Figure 1. Floorplan with the power grid (run 1).
Pins as bars on the die edge. Tap cells in gray.
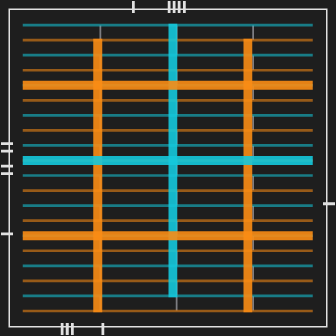
Figure 2. Placed cells, one color a class (run 1).
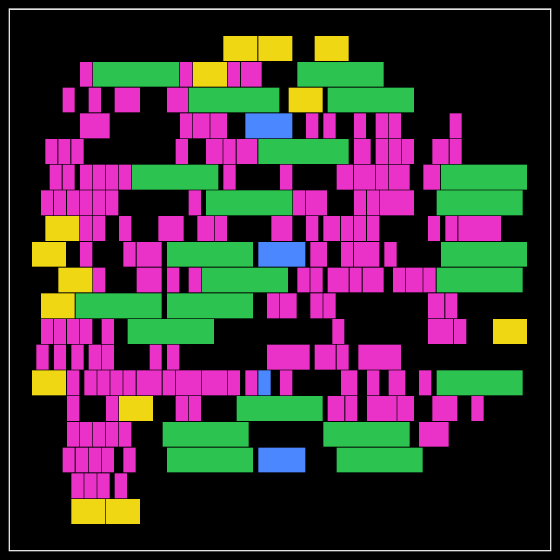
Figure 3. Routed clock nets over the placement (run 1).
The bar under the picture is 20 um long.
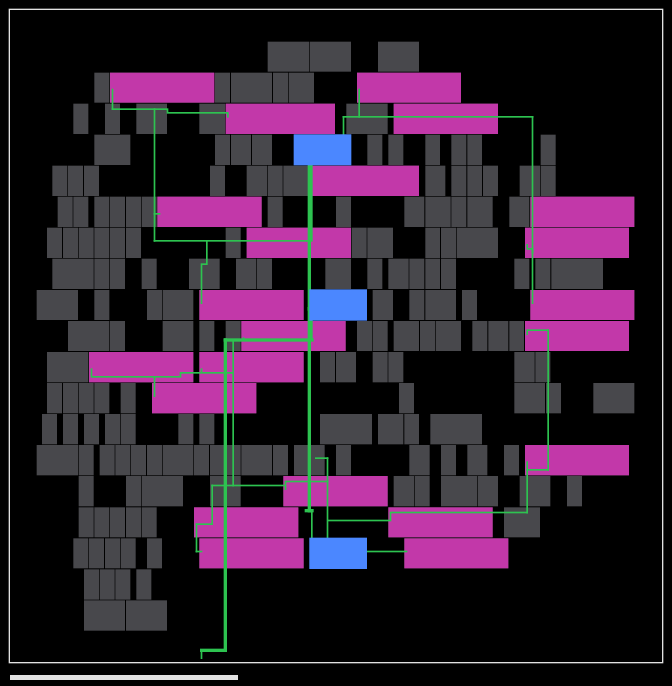
==> config.mk <==
export PLATFORM = sky130hd
export DESIGN_NAME = serial_tx_flat
export DESIGN_NICKNAME = d
export VERILOG_FILES = /design/src/rtl/serial_tx_if.sv /design/src/rtl/serial_tx.sv /design/src/flat_wrapper.sv
export SDC_FILE = /design/constraint.sdc
export NUM_CORES = 1
export LEC_CHECK = 0
export ABC_AREA = 1
export CAP_MARGIN = 30
export CORE_MARGIN = 2
export CORE_UTILIZATION = 45
export CTS_BUF_LIST = sky130_fd_sc_hd__clkbuf_8
export DETAILED_ROUTE_END_ITERATION = 7
export GPL_TIMING_DRIVEN = 0
export PLACE_DENSITY_LB_ADDON = 0.3
export SLEW_MARGIN = 20
export SYNTH_ARGS = -nofsm -noshare
export SYNTH_HDL_FRONTEND = slang
export SYNTH_SLANG_ARGS = --single-unit
==> constraint.sdc <==
create_clock -name Clk -period 2.6 [get_ports Clk]
set_input_delay 0.52 -clock Clk [delete_from_list [all_inputs] [get_ports Clk]]
set_output_delay 0.52 -clock Clk [all_outputs]
set_load 0.005 [all_outputs]
==> job_summary.md, run 1 <==
## Implementation flow summary

| Metric | Value |
|---|---|
| Status | finished clean |
| Number of vias per cell | ~5.0 |
| Vias | 1134 |
| Hold path cells | 2 |
| Non-clk buf share | 0.0938 |
| Most frequent logic cell in the layout | nand2_1 |
| Top cells excl fill/tap | 66 x nand2_1, 28 x inv_1, 20 x dfrtp_1 |
| Max cap viols | 0 |
| Met2 Wirelength | about 1300 um |
| Drt total wl | approximately 2600 um |
| Buffers on Ports | 14 |
| WP data arrival | 1.28 ns |
| Setup repair bufs after CTS | 0 |
| Cell Area, Synth | between 0.001 and 0.0015 sq mm |
| Syn. warnings | 0 |
| Critical path class | flop to output port |
| Fin crit period | 1.80 ns |
| RSZ-0062 raised after global routing | no |
| Power per cell area | 933 mW/mm^2 |
| Worst Path Max Fanout | 2 |
| CTS buffer count | 3 |
| DR iter-0 viols | 36 |
| Sequential share of power | 0.379 |
| Final period util | 0.693 |
| Simple-Gate Area Share | 0.332 |
| Worst endpoint required time | 2.08 ns |
| First drt pass iteration count | 4 |
| CTS tree | done |
| R2r setup slk | 1.09 ns |
| Relative slew slack | 0.433 |
| Final Hold Vio Count | 0 |
| Wire length on met1 | 1170 um |
| Hold-fix buffers at CTS | 0 |
| Met3 Track Usage GR | 0.0159 |
| Yosys xor share | 0.0207 |
| FP Core Util | 0.469 |
| Top cells by area | dfrtp_1 39%, nand2_1 20%, inv_1 8.0%, nor2_1 4.7%, dfstp_2 4.1% |
| Post-synthesis adder-cell area fraction | 0.0197 |
| Ys async rst share | 1.00 |
| CTS H-tree lvls | 1 |
| Cell type with the largest total area | dfrtp_1 |
| Non-CTS inverters | 30 |
| Drc violations | 0 |
| Placed Cells | 223 |
| WL/cell | 11.6 um |
| Largest net degree at the start of global routing | 23 |
| Max reg flops | 8 |
| Number of nets with antenna violations after routing | 0 |
| Worst-path cell chain | clkdlybuf4s50_1 |
| Setup Skew | a little over 0.006 ns |
| Initial antenna violation count | 0 |
| Int Power | 0.809 mW |
| Synthesized net count | between 150 and 200 |
| Final WS setup | 0.799 ns |
| Worst hold-check path type | flop to flop |
| Comb pwr | 0.653 mW |
| Max Clock Freq | 555 MHz |
| Fill cells | 269 |
| Clk sinks | 22 |
| Fin Setup TNS | 0 ns |
| First-pass GRT wire length | 4630 um |
| DP HPWL | approximately 2100 um |
| Top Usage Layer GRT | met2 |
| R2R depth | 7 |
| Flops | 22 |
| Setup violators final | 0 |
| Ratio of cells with drive above 1 in the final layout | 0.0918 |
| Total power | 1.39 mW |
| Chip area line of the yosys report | 0.00127 sq mm |
| Static Leakage | between 0.8 and 0.9 nW |
| Worst path depth | 1 |
| Finished Layout Cells | 227 |
| Seq. pwr | between 0.5 and 0.6 mW |
| Multi-input combinational area share | 0.405 |
| Bufs w/o clock | 14 |
| Io pins | 15 |
| Routed length on met3 | roughly 46 um |
| Sequential cell area | 553 sq um |
| Area Overhead vs Synth | 17.6% |
| Area of placed instances | 0.00145 sq mm |
| Worst Path Buf+Inv | 1 |
| Worst-Margin Slew | around 0.85 ns |
| Clk buf depth | 2 |
| Switch share | 0.420 |
| ANT cells | 0 |
| Registers, synthesis | 22 |
| Post-synth seq share | 0.435 |
| Gr usage total | 0.183 |
Back to the opening pictures, Figure 1:
Orange marks VSS. Cyan marks VDD.
3 straps on met5. The core has 19 rows.
Chip Height: 57.1 um
Core Area: 0.00271 sq mm
Peak supply drop: 0.631 mV

Back to the opening pictures, Figure 2:
Blue marks clock drivers and dummy loads, cells 4, share of their area 3.1%. Yellow marks remaining buffers and delay cells, cells 14, share of their area 9.6%. Magenta marks remaining logic cells, cells 156, share of their area 49%. Green marks registers, cells 22, share of their area 38%.
Site Rows: 19
flop share of the area: 0.370
post-layout util: 0.551
post-route design area: 0.00149 sq mm

Back to the opening pictures, Figure 3:
Magenta marks flip-flops, count 22. Green marks clock wires, length 279 um. Blue marks clock-net drivers, count 3.
There are 4 routed clock nets.
Clock Power Share: 0.153
Clock group: 0.213 mW
Late-Pin Clk Latency: 0.26 ns

## run 1: Yosys cell counts (2+ instances only)
cell type and count:
o21ai_0 7, nor3_1 2, ha_1 2, nand2_1 66, nand2_2 4, dfrtp_1 20, dfstp_2 2, inv_2 3
o31ai_1 2, xnor2_1 2, nor2_1 16, inv_1 27, o21ai_1 2, a22oi_1 6, nand3_1 6, nor2_2 3
## run 1: tightest hold or removal path, stage by stage (launching register included)
cell and delay, ns:
dfrtp_1 0.36, nand2_1 0.06, nand2_1 0.04
==> run 2: changes to the inputs <==
clock period = 1.75 ns   (was 2.6 ns; I/O delays follow)
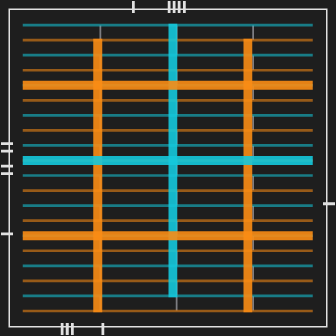
Figure 4: run 2, floorplan with the power grid.
Pins as bars on the die edge. Tap cells in gray.
Cyan marks VDD. Orange marks VSS.
The core has 19 rows. 20 met1 rails follow the rows. 15 signal pins sit on the boundary.
Peak supply drop: 0.938 mV
Die X: 57.1 um

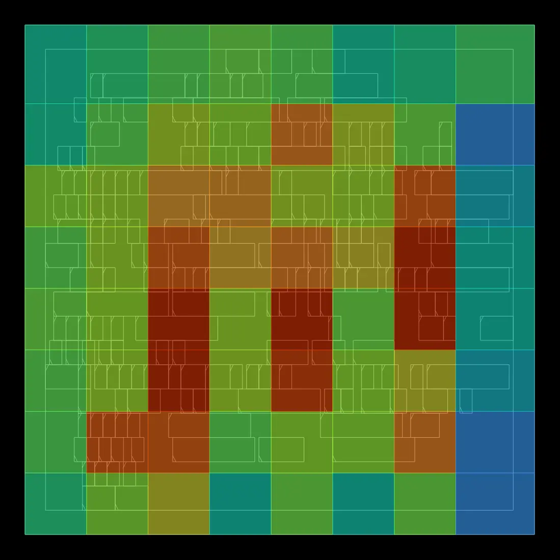
Figure 5: run 2, congestion heat map.
WL/cell: 11.6 um
met1 Use GR: 0.194
M2 GR Usage: 0.332

==> run 2 against run 1 <==
Net effect: non-clock buffer count did not move; area after synthesis did not move; synthesized cell count did not move.
==> job_summary.md, run 2 <==
## Implementation flow summary

| Metric | Value |
|---|---|
| Status | finished clean |
| Post-route design area | 0.00149 sq mm (unchanged) |
| Sequential share of power | 0.379 (about the same) |
| Top-area cell share | 0.394 |
| Initial antenna violation count | 0 (unchanged) |
| Worst path depth | 1 (unchanged) |
| Static Leakage | 0.827 nW (unchanged) |
| Worst hold-check path type | flop to flop |
| Worst Path Buf+Inv | 1 (unchanged) |
| Cell type with the largest total area | dfrtp_1 |
| Worst-path cell chain | clkdlybuf4s50_1 |
| Setup repair bufs after CTS | 0 (unchanged) |
| Post-layout util | 0.551 (unchanged) |
| Hold-fix buffers at CTS | 0 (unchanged) |
| Wire length on met1 | 1170 um (unchanged) |
| Int Power | 1.20 mW (+49%) |
| Max Clock Freq | 613 MHz |
| Vias | 1134 (unchanged) |
| Routed length on met3 | 46 um (unchanged) |
| Met3 Track Usage GR | 0.0159 (unchanged) |
| Ratio of cells with drive above 1 in the final layout | 0.0918 (unchanged) |
| Met2 Wirelength | 1310 um (unchanged) |
| Most frequent cells after synthesis | 66 x nand2_1, 27 x inv_1, 20 x dfrtp_1, 16 x nor2_1, 7 x o21ai_0 |
| RSZ-0062 raised after global routing | no |
| First-pass GRT wire length | 4630 um (unchanged) |
| Seq. pwr | 0.784 mW (+48%) |
| Chip area line of the yosys report | 0.00127 sq mm (unchanged) |
| CTS buffer count | 3 (unchanged) |
| CTS H-tree lvls | 1 (unchanged) |
| Fin Setup TNS | 0 ns (unchanged) |
| Power per cell area | 1390 mW/mm^2 (+49%) |
| FP Core Util | 0.469 (unchanged) |
| Fin crit period | 1.63 ns |
| R2R depth | 7 (unchanged) |
| Final period util | 0.932 |
| Syn. warnings | 0 (unchanged) |
| DR iter-0 viols | 36 (unchanged) |
| Placed Cells | 223 (unchanged) |
| Clk buf depth | 2 (unchanged) |
| Most frequent logic cell in the layout | nand2_1 |
| Clk sinks | 22 (unchanged) |
| Switch share | 0.420 (about the same) |
| Max reg flops | 8 (unchanged) |
| Buffers on Ports | 14 (unchanged) |
| Combinational Power Share | 0.469 |
| Setup Skew | 0.00611 ns (unchanged) |
| Io pins | 15 (unchanged) |
| Number of nets with antenna violations after routing | 0 (unchanged) |
| Top cells by area | dfrtp_1 39%, nand2_1 20%, inv_1 8.0%, nor2_1 4.7%, dfstp_2 4.1% |
| Cell Area, Synth | 0.00127 sq mm (unchanged) |
| Clock group | 0.316 mW (+48%) |
| Grt ovf | 0 |
| Area of placed instances | 0.00145 sq mm (unchanged) |
| Most common cell in the synthesized netlist | nand2_1 |
| Total power | 2.07 mW (+49%) |
| Core Area | 0.00271 sq mm (unchanged) |
| Worst-Margin Slew | 0.850 ns (unchanged) |
| First drt pass iteration count | 4 (unchanged) |
| Finished Layout Cells | 227 (unchanged) |
| Final Hold Vio Count | 0 (unchanged) |
| Ys async rst share | 1.00 (unchanged) |
| Largest net degree at the start of global routing | 23 (unchanged) |
| Clock Power Share | 0.153 (about the same) |
| Synthesized net count | 191 (unchanged) |
| Area Overhead vs Synth | 17.6% (unchanged) |
| Worst endpoint required time | 1.40 ns (-0.68 ns) |
| Post-synth seq share | 0.435 (unchanged) |
| Site Rows | 19 (unchanged) |
| Gr usage total | 0.183 (unchanged) |
| Drt total wl | 2640 um (unchanged) |
| WP data arrival | 1.28 ns (about the same) |
| Top cells excl fill/tap | 66 x nand2_1, 28 x inv_1, 20 x dfrtp_1 |
| DP HPWL | 2050 um (unchanged) |
| CTS tree | done |
| R2r setup slk | 0.24 ns (-0.85 ns) |
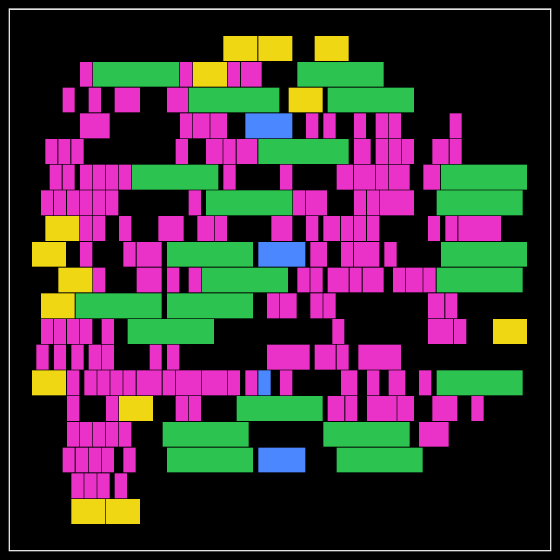
Figure 6: run 2, placed cells, one color a class.
Green marks registers, cells 22, share of their area 38%. Blue marks clock drivers and dummy loads, cells 4, share of their area 3.1%. Yellow marks remaining buffers and delay cells, cells 14, share of their area 9.6%. Magenta marks remaining logic cells, cells 156, share of their area 49%.

[run 2: cell counts after synthesis]
Identical to the previous run, type by type.
[run 2: layout make-up]
type	instances	area, sq um
inverter	30	113
clock buffer	3	41.3
clock inverter	1	3.75
fill	269	1220
sequential	22	553
tap	31	38.8
multi-input combinational	126	604
timing repair buffer	14	140
[run 2: cells by family after synthesis]
| kind of cell | after synthesis | share of synthesized area |
|---|---|---|
| flip-flops | 22 | 0.435 |
| buffers and inverters | 30 | 0.0887 |
| AND-OR/OR-AND | 20 | 0.103 |
| AND/OR/NAND/NOR | 101 | 0.332 |
| adder cells (fa/ha/maj) | 2 | 0.0197 |
| XOR/XNOR | 3 | 0.0207 |
Power figures rest on the tool's default switching activity, not on a simulated workload.
